Figure 1. PDN straps and rails (run 1).
Bar = 50 um. Pins as bars on the die edge.
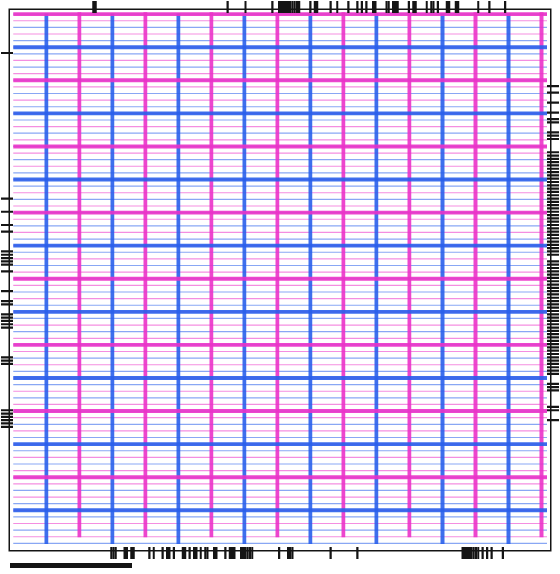
Figure 2. Cells coloured by class (run 1).
Bar = 50 um.
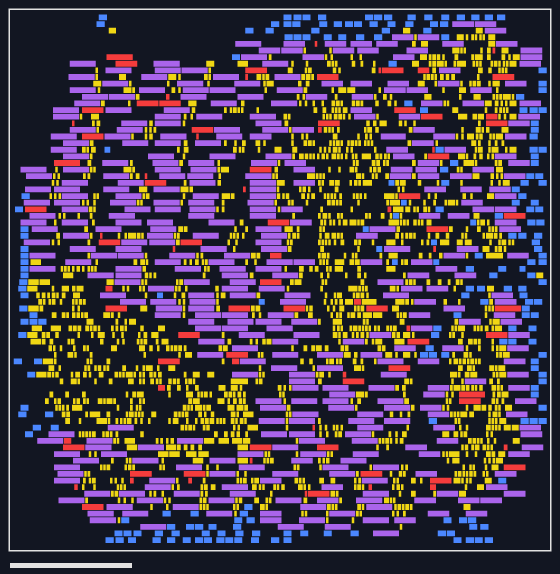
Figure 3. Clock network drawn from the DEF (run 1).
Bar = 50 um.
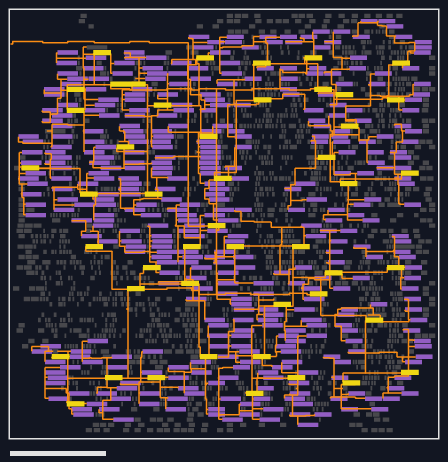
Figure 4. Wiring by layer (run 1).
Two of the layers only.
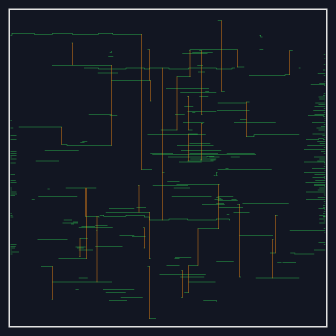
Design branch_resolver, sky130hd; sources not shown.
==> impl_metrics.json, run 1 <==
{
  "timing.critical_path.required_ns": 11.70,
  "power_density_nw_per_um2": 238,
  "synth_cell_types": 48,
  "top_cells_by_area": "edfxtp_1, dfrtp_1, nand2_1, nor2_1, inv_1",
  "post_drt_wl_per_cell_um": 19.2,
  "die_width_um": 222,
  "place_area_um2": 22000,
  "grt_max_degree": 83,
  "port_buffers": 205,
  "end_kind": "register",
  "max_slew.worst_pin.slew_ns": 1.06,
  "die_area_um2": 49300,
  "nMultiInputCombCells": 1354,
  "power_leader": "combinational cells",
  "register_area_um2": 11300,
  "fin_crit_sh_pct": 56.0,
  "min_path_type": "register to register",
  "edf_count": 260,
  "grt_overflow": 0,
  "lay_top_cells": "nand2_1, edfxtp_1, nor2_1",
  "p_sw_share_pct": 38.8,
  "tritoncts": "yes",
  "setup_violations": 0,
  "m1WireLength_um": 25200,
  "htree_num_levels": 2,
  "path_class": "primary input to register",
  "p_int_uw": 3410,
  "syn_avg_cell_area_um2": 9.54,
  "cp_max_fo": 46,
  "grt_pass1_wl_um": 86500,
  "rsz0062_at_grt": "false",
  "cpMostUsedCell": "buf_4",
  "via_per_inst": 5.14,
  "combPwrFrac_pct": 37.5,
  "syn-num-nets": 2139,
  "post-route-drc-count": 0,
  "ff2ff_path_depth": 12,
  "ys_seq_share_pct": 58.4,
  "switching_power_uw": 2160,
  "slowest_stage": "nor2_4",
  "layout_top_cell": "nand2_1",
  "flops": 400,
  "fmax_ghz": 0.153,
  "layout-drive-gt1-share_pct": 5.95,
  "buf_share_pct": 9.16,
  "final_nets": 2342,
  "status": "finished clean",
  "grt_pass1_vias": 14500,
  "mi_logic_area_um2": 6930,
  "rows": 80,
  "crit_path_cell_trace": "clkdlybuf4s50_1 > nand2_2 > buf_4 > inv_2 > nand2_1 > nand3_1 > nor2_4 > buf_4",
  "sequentialPowerShare_pct": 36.9,
  "worst-path-stages": 8,
  "diodes": 0,
  "inverters": 211
}
## Picture notes: Figure 1
| net | colour |
|---|---|
| VSS | blue |
| VDD | magenta |
rows: 80
met1 rails: 81
met5 straps: 16
signal pins: 206
worst vdd ir: 0.129 mV
Core ar.: 47700 um^2

## Picture notes: Figure 2
| class | colour | cells |
|---|---|---|
| all other logic | yellow | 1565 |
| other buffers and delay cells | blue | 218 |
| flip-flops | purple | 400 |
| clock drivers and dummy loads | red | 85 |
Core Util, Final: 49.1%
Seq/total area: 48.2%

## Picture notes: Figure 3
[clock wires] orange | length: 5170 um
[flip-flops] purple | count: 400
[cells driving clock nets] yellow | count: 47
flops lie: all over the die
Clk. pwr: 1420 uW
clock group share of total power: 25.5%
Worst-Skew Late Latency: 0.57 ns

## Picture notes: Figure 4
| layer | colour | wire length |
|---|---|---|
| met4 | orange | 1050 um |
| met3 | green | 2610 um |
GR Util All Layers: 23.6%
Post-Route WL: 55400 um
detailed-route via count: 14800

==> run 1: stage by stage <==
step	setup WS [ns]	hold slack, ns	util [%]
2_1_floorplan	4.19	0.313	-
4_1_cts	5.15	0.277	49.1
3_3_place_gp	4.60	0.268	46.0
5_1_grt	4.97	0.301	49.1
6_report	5.15	0.268	49.1
3_5_place_dp	4.56	0.265	46.0
==> run 1: logic make-up after synthesis <==
family	after synthesis	share of synthesized area, %
DFF	400	58.4
xor gates and xnor gates	94	4.25
AOI/OAI and AO/OA	281	8.33
and+or+nand+nor	939	20.4
adders and majority gates	40	2.66
buffers and inverters	275	5.93
==> run 1: layer usage <==
layer / track usage, % / vias up
met4: 5.24 / 0
met1: 31.4 / 7137
li1: - / 7204
met2: 38.3 / 397
met5: - / -
met3: 3.33 / 74
## Run 2: what changed since run 1
==> constraint.sdc (replaced) <==
create_clock -name clk -period 6.69 [get_ports clk]
set_clock_uncertainty 0.2 [all_clocks]
set_input_delay 2.007 -clock clk [delete_from_list [all_inputs] [get_ports clk]]
set_output_delay 2.007 -clock clk [all_outputs]
set_load 0.01 [all_outputs]
Figure 5. Cells coloured by class (run 2).
Bar = 50 um.
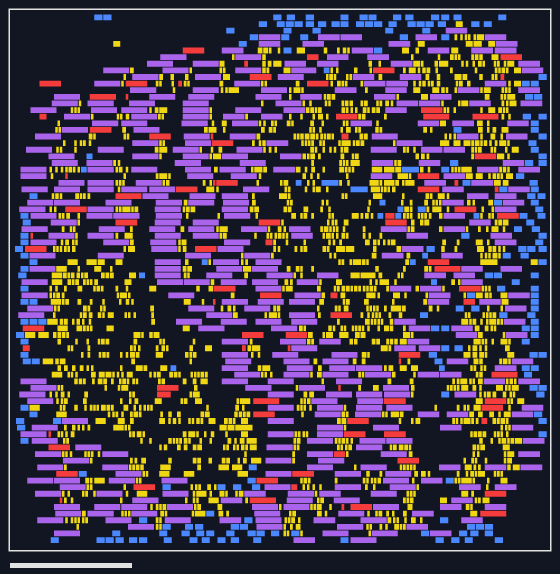
| class | colour | cells |
|---|---|---|
| other buffers and delay cells | blue | 224 |
| flip-flops | purple | 400 |
| clock drivers and dummy loads | red | 89 |
| all other logic | yellow | 1565 |
Seq/total area: 47.6%
FP Rows: 80

Figure 6. Clock network drawn from the DEF (run 2).
Bar = 50 um.
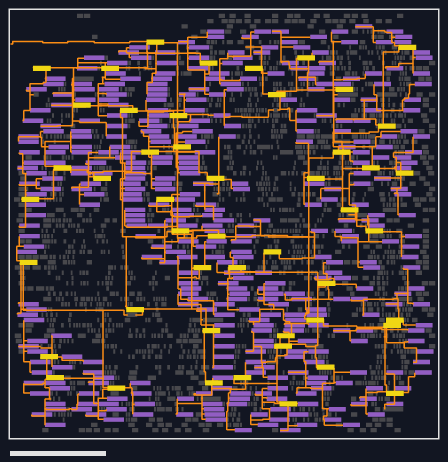
[flip-flops] purple | count: 400
[clock wires] orange | length: 5340 um
[cells driving clock nets] yellow | count: 48
routed clock nets: 49
flops lie: all over the die
Worst-Skew Late Latency: 0.58 ns
clock group share of total power: 27.8%
Clk. pwr: 2810 uW

==> run 2 against run 1 <==
  * Area after synthesis unchanged
  * Synthesized cell count did not move
  * Core utilization up 0.65 points
  * Register-to-register slack worse by 4.5 ns
  * Hold slack gained 0.013 ns
  * Flip-flop count is the same
  * Largest power group unchanged
  * Highest routed layer unchanged
==> impl_metrics.json, run 2 <==
{
  "timing.critical_path.required_ns": 6.82,
  "cts-resized-gates": 0,
  "rsz0062_at_grt": "false",
  "edf_count": 260,
  "synth_cell_types": 48,
  "inverters": 211,
  "ys.flops": 400,
  "routabilityCongestion": 0.924,
  "syn_avg_cell_area_um2": 9.54,
  "clock_path_buffers": 3,
  "slowest_stage": "o21ai_0",
  "cp_max_fo": 5,
  "end_kind": "register",
  "p_sw_share_pct": 38.2,
  "die_area_um2": 49300,
  "synthFlopType": "edfxtp_1",
  "final_nets": 2349,
  "worst-path-stages": 9,
  "top_cells_by_area": "edfxtp_1, dfrtp_1, nand2_1, nor2_1, inv_1",
  "area.growth.synth_to_final_pct": 22.8,
  "status": "finished clean",
  "ys_seq_share_pct": 58.4,
  "vias": 14800,
  "nMultiInputCombCells": 1354,
  "sequentialPowerShare_pct": 35.5,
  "synth_top_area_share_pct": 40.3,
  "port_buffers": 205,
  "p_int_uw": 6250,
  "post_drt_wl_per_cell_um": 19.7,
  "p_total_uw": 10100,
  "comb_share_pct": 29.2,
  "pre_cts_slack_ns": 1.56,
  "grt_overflow": 0,
  "via_per_inst": 5.12,
  "grt_pass1_vias": 14500,
  "cts_buffers": 48,
  "slew_headroom_pct": 30.3,
  "timing.final.ws_setup_ns": 2.12,
  "pg_comb_uw": 3720,
  "peakVddDrop_mv": 0.256,
  "path_class": "primary input to register",
  "layout_top_cell": "nand2_1",
  "grt_max_degree": 74,
  "drt-pass1-iter-count": 5,
  "register_area_um2": 11300,
  "crit_path_cell_trace": "clkdlybuf4s50_1 > ha_1 > nand2_1 > nor2_1 > nand4_1 > o21ai_0 > nand2_1 > nand2_1 > xor2_1",
  "syn-num-nets": 2139,
  "design.core.area_um2": 47700,
  "finalInstanceArea_um2": 23800,
  "power_leader": "combinational cells",
  "antenna_found_initial": 0,
  "htree_num_levels": 2,
  "min_path_type": "register to register",
  "clockRootBuffer": "clkbuf_16",
  "max_slew.worst_pin.slew_ns": 1.05,
  "post-route-drc-count": 0,
  "buf_share_pct": 9.39,
  "fmax_ghz": 0.219,
  "post-cts-setup-buffer-count": 0,
  "crit_buf_inv": 1,
  "tapcell.inserted": 615,
  "clkSlewWorstSetupHoldPaths_ns": 0.06,
  "switching_power_uw": 3870,
  "arrival_ns": 4.70,
  "stdcell_count": 2893,
  "postSynthCellCount": 2029,
  "power_density_nw_per_um2": 426,
  "diodes": 0,
  "tritoncts": "yes",
  "routed_wl_um": 56900,
  "common_cells": "nand2_1, edfxtp_1, nor2_1",
  "ys.warnings.count": 0,
  "whs_ns": 0.281,
  "io_pins": 206,
  "drv_cap": 0,
  "layout.area.top_class": "sequential cells",
  "place_area_um2": 22000,
  "setup_violations": 0,
  "mi_logic_area_um2": 6930,
  "lay_top_cells": "nand2_1, edfxtp_1, nor2_1",
  "ff2ff_path_depth": 9,
  "grt_pass1_wl_um": 88200,
  "combPwrFrac_pct": 36.7,
  "cpMostUsedCell": "nand2_1",
  "ys_cells": 2029,
  "die_width_um": 222,
  "layout-drive-gt1-share_pct": 6.50,
  "fin_crit_sh_pct": 68.3,
  "grt_usage_pct": 24.2
}
Figure 7. Cell outlines without signal wires (run 2).
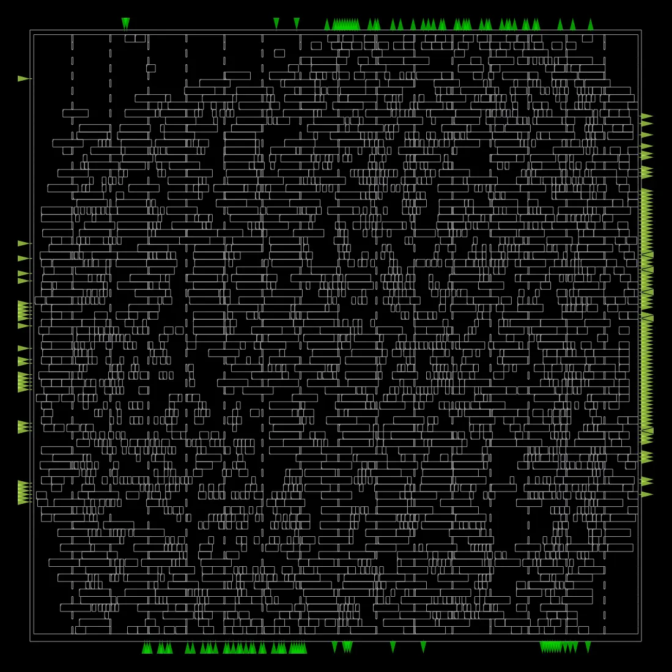
Core Util, Final: 49.8%
flop count: 400
fill count: 4437

[run 2: logic make-up after synthesis]
kind of cell / share of synthesized area, %
AND/OR/NAND/NOR: 20.4
flip-flops: 58.4
AND-OR/OR-AND: 8.33
buffers and inverters: 5.93
XOR/XNOR: 4.25
adder cells (fa/ha/maj): 2.66
[run 2: per-layer routing]
| metal | routed length (um) | GRT usage [%] | up-vias |
|---|---|---|---|
| met5 | 0 | - | - |
| met4 | 1070 | 6.25 | 0 |
| met3 | 2730 | 3.13 | 74 |
| met2 | 27400 | 39.6 | 370 |
| met1 | 25800 | 31.7 | 7149 |
| li1 | - | - | 7228 |
No activity file was given, so power comes from the tool's default toggle rates.
